**config.mk**
```make
export PLATFORM = sky130hd
export DESIGN_NAME = hazard_unit
export DESIGN_NICKNAME = d
export VERILOG_FILES = /design/src/rtl/hazard_unit.sv
export SDC_FILE = /design/constraint.sdc
export NUM_CORES = 1
export LEC_CHECK = 0
export CAP_MARGIN = 20
export CORE_MARGIN = 5
export CORE_UTILIZATION = 45
export CTS_CLUSTER_DIAMETER = 60
export DETAILED_ROUTE_END_ITERATION = 16
export PLACE_DENSITY = 0.76
export SETUP_SLACK_MARGIN = 0.15
export SLEW_MARGIN = 40
export SYNTH_ARGS = -nofsm -noshare
export SYNTH_HDL_FRONTEND = slang
export SYNTH_SLANG_ARGS = --single-unit
export TNS_END_PERCENT = 5
```
**constraint.sdc**
```tcl
create_clock -name clock -period 5.05 [get_ports clock]
set_clock_uncertainty 0.05 [all_clocks]
set_input_delay 1.2625 -clock clock [delete_from_list [all_inputs] [get_ports clock]]
set_output_delay 1.2625 -clock clock [all_outputs]
set_load 0.05 [all_outputs]
```
**src/rtl/hazard_unit.sv**
```systemverilog
// Hazard unit for a five-stage in-order pipeline.
// Tracks the X, M and W stages in a shadow pipeline and uses it to derive
// load-use stalls, branch flushes, X-stage operand forwarding and the
// W->M store-data bypass. Two saturating counters record stall and flush cycles.
module hazard_unit #(
  parameter int REG_AW   = 5,
  parameter int LOAD_LAT = 1,
  parameter int CNT_W    = 16
) (
  input  logic              clock,
  input  logic              reset,
  input  logic [REG_AW-1:0] id_rs,
  input  logic [REG_AW-1:0] id_rt,
  input  logic              id_use_rs,
  input  logic              id_use_rt,
  input  logic [REG_AW-1:0] id_rd,
  input  logic              id_rwe,
  input  logic              id_load,
  input  logic              id_store,
  input  logic              id_valid,
  input  logic              ex_branch_taken,
  output logic              stall,
  output logic              flush_fd,
  output logic [1:0]        fwd_a_sel,
  output logic [1:0]        fwd_b_sel,
  output logic              wm_bypass,
  output logic [CNT_W-1:0]  stall_cnt,
  output logic [CNT_W-1:0]  flush_cnt
);

  typedef struct packed {
    logic              valid;
    logic              use_rs;
    logic              use_rt;
    logic              rwe;
    logic              load;
    logic              store;
    logic [REG_AW-1:0] rs;
    logic [REG_AW-1:0] rt;
    logic [REG_AW-1:0] rd;
  } entry_t;

  // With a two-cycle load, a load sitting in M still has no data to forward.
  localparam logic P_STALL_ON_M = (LOAD_LAT == 2);

  entry_t r_x, r_m, r_w;
  entry_t w_fd, w_x_next;

  logic             w_rs_hit;
  logic             w_rt_hit;
  logic             w_stall_raw;
  logic [CNT_W-1:0] r_stall_cnt;
  logic [CNT_W-1:0] r_flush_cnt;

  // An entry writes a real register (r0 is hard-wired and never a producer).
  function automatic logic f_prod(entry_t e);
    return e.valid && e.rwe && (e.rd != '0);
  endfunction

  // A load whose destination matches the given source register.
  function automatic logic f_load_hit(entry_t e, logic [REG_AW-1:0] src);
    return f_prod(e) && e.load && (e.rd == src);
  endfunction

  // Operand source for X: M (non-load only) beats W, otherwise regfile.
  function automatic logic [1:0] f_fwd(logic use_src, logic [REG_AW-1:0] src,
                                       entry_t m, entry_t w);
    if (use_src && f_prod(m) && !m.load && (m.rd == src)) return 2'd1;
    if (use_src && f_prod(w) && (w.rd == src))            return 2'd2;
    return 2'd0;
  endfunction

  // Gather the F/D instruction fields into one shadow entry.
  always_comb begin
    w_fd        = '0;
    w_fd.valid  = id_valid;
    w_fd.use_rs = id_use_rs;
    w_fd.use_rt = id_use_rt;
    w_fd.rwe    = id_rwe;
    w_fd.load   = id_load;
    w_fd.store  = id_store;
    w_fd.rs     = id_rs;
    w_fd.rt     = id_rt;
    w_fd.rd     = id_rd;
  end

  // Store data (rt) is bypassed in M, so a store never stalls on its rt.
  assign w_rs_hit    = id_use_rs &&
                       (f_load_hit(r_x, id_rs) || (P_STALL_ON_M && f_load_hit(r_m, id_rs)));
  assign w_rt_hit    = id_use_rt && !id_store &&
                       (f_load_hit(r_x, id_rt) || (P_STALL_ON_M && f_load_hit(r_m, id_rt)));
  assign w_stall_raw = id_valid && (w_rs_hit || w_rt_hit);

  // A taken branch squashes F/D anyway, so it overrides the stall.
  assign flush_fd  = ex_branch_taken;
  assign stall     = w_stall_raw && !ex_branch_taken;
  assign fwd_a_sel = f_fwd(r_x.use_rs, r_x.rs, r_m, r_w);
  assign fwd_b_sel = f_fwd(r_x.use_rt, r_x.rt, r_m, r_w);
  assign wm_bypass = r_m.store && f_prod(r_w) && (r_w.rd == r_m.rt);
  assign stall_cnt = r_stall_cnt;
  assign flush_cnt = r_flush_cnt;

  // Next X entry: the F/D instruction if it advances, otherwise a bubble.
  always_comb begin
    w_x_next = '0;
    if (id_valid && !stall && !flush_fd) begin
      w_x_next = w_fd;
    end
  end

  // Advance the shadow pipeline every cycle.
  always_ff @(posedge clock or posedge reset) begin
    if (reset) begin
      r_x <= '0;
      r_m <= '0;
      r_w <= '0;
    end else begin
      r_w <= r_m;
      r_m <= r_x;
      r_x <= w_x_next;
    end
  end

  // Count stall cycles, holding at all-ones.
  always_ff @(posedge clock or posedge reset) begin
    if (reset) begin
      r_stall_cnt <= '0;
    end else if (stall && (r_stall_cnt != '1)) begin
      r_stall_cnt <= r_stall_cnt + 1'b1;
    end
  end

  // Count flush cycles, holding at all-ones.
  always_ff @(posedge clock or posedge reset) begin
    if (reset) begin
      r_flush_cnt <= '0;
    end else if (flush_fd && (r_flush_cnt != '1)) begin
      r_flush_cnt <= r_flush_cnt + 1'b1;
    end
  end

  // W keeps its full record for debug visibility; only rd/valid/rwe feed logic.
  logic w_unused_w;
  assign w_unused_w = ^{r_w.rs, r_w.rt, r_w.use_rs, r_w.use_rt, r_w.load, r_w.store};

endmodule

```
m1.png
Supply wires on this layer in grey. Cells faint in the background.
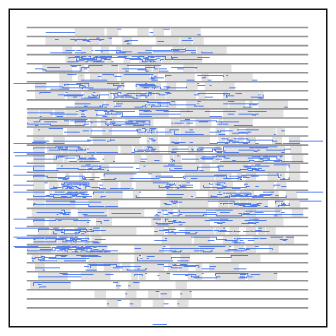
main direction	horizontal
nets with wire on the layer	332
longest straight run	20.2 um
share of all routed wire	44%
wire length on this layer	2900 um
global routing met1 resource utilization: 0.1930
wire length reported by the detailed router: 6.638 mm
number of vias after detailed routing: 2246

==> summary.txt <==
This note records the results obtained with Yosys and OpenROAD.

Outcome
The flow ran to the end, and the final reports show no timing, DRC or antenna violations.

Detailed routing
The average wire length per cell after detail routing is 14.85 um. Nets still carrying antenna violations after routing amount to 0. The iteration tally of the first detailed-router pass is 4.

The length of routed met3 wiring is 350 um.

Finish
The multi-input logic area is 1350 um^2. With fillers left out, the area of the finished cells amounts to 4239 um^2. The register with the most flip-flops in the layout has 21 of them. The fraction of cell area in multi-input combinational cells is reported as 0.3185.

Between the synthesized netlist and the finished layout, the area growth was recorded as 30.31%. Of the total standard cell area in the layout, the sequential portion is 0.4368. The library cells used most frequently in the layout, excluding fill and tap cells, are sky130_fd_sc_hd__dfrtp_1, sky130_fd_sc_hd__clkdlybuf4s50_1, sky130_fd_sc_hd__xnor2_1.

Synth
Sorting the synthesis cell report by count puts at the top sky130_fd_sc_hd__dfrtp_1. Per the synth stats, the flop cell with the highest instance count is sky130_fd_sc_hd__dfrtp_1. The gate-level netlist out of Yosys references 37 unique cell types. The cell type with the largest total area is sky130_fd_sc_hd__dfrtp_1. The netlist area before placement is 3253 um^2.

The main logic family after synthesis is simple AND/OR/NAND/NOR gates. The post-synthesis net count is 298. The flop and latch count out of synthesis is 74.

Job
Warnings raised by the tools during the run amount to 26.

STA
The worst slew margin relative to its limit is 0.5741. The slack of the critical path is 935.3 ps. Subtracting the final worst setup slack from the clock period gives ~4100 ps. Setup total negative slack on the finished layout was measured at 0 ps.

Clock network
The H-tree depth reported by CTS is 3. The TritonCTS clock tree is built. The number of setup buffers added after CTS is 0.

Global route
The via count of the first global-routing pass is about 2300. For this run, the total global-route usage over all layers was measured as 0.1561. The total overflow left after global routing is 0. The wire length of the first global-routing pass is 10.70 mm.

Worst setup path
The count of cells along the worst register-to-register path is 6. Per STA, the worst path is made up of clkdlybuf4s50_1 -> nand2b_4 -> a211o_1 -> inv_1 -> and2_1 -> buf_12. The beginning of the worst register-to-register path is stall_cnt[0]. The worst setup path is captured at an output port.

On the critical path the largest part of the delay comes from buffers and inverters.

Power and ir drop
The internal portion of total power is 1.073 mW. The share of power burned in combinational logic is 0.184. The group that draws the most power in this run is sequential cells.

Floorplanning
The row count is 31.
clock_wires.png
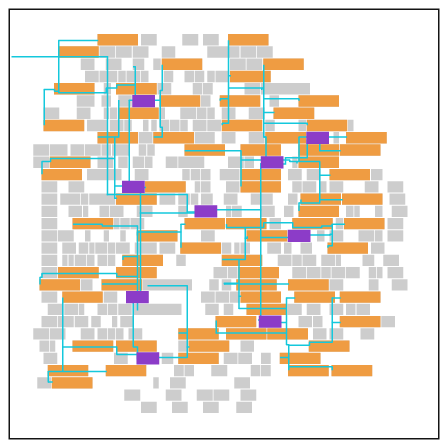
[orange] flip-flops | count: 74
[cyan] clock wires | length: 868 um
[purple] clock-net drivers | count: 9
routed clock nets	10
clock distribution power: 548 uW
clock latency of the later-clocked register in the worst-skew pair: 330 ps
portion of total power attributed to the clock network: 0.364

Power is estimated from default activity; no workload was simulated.
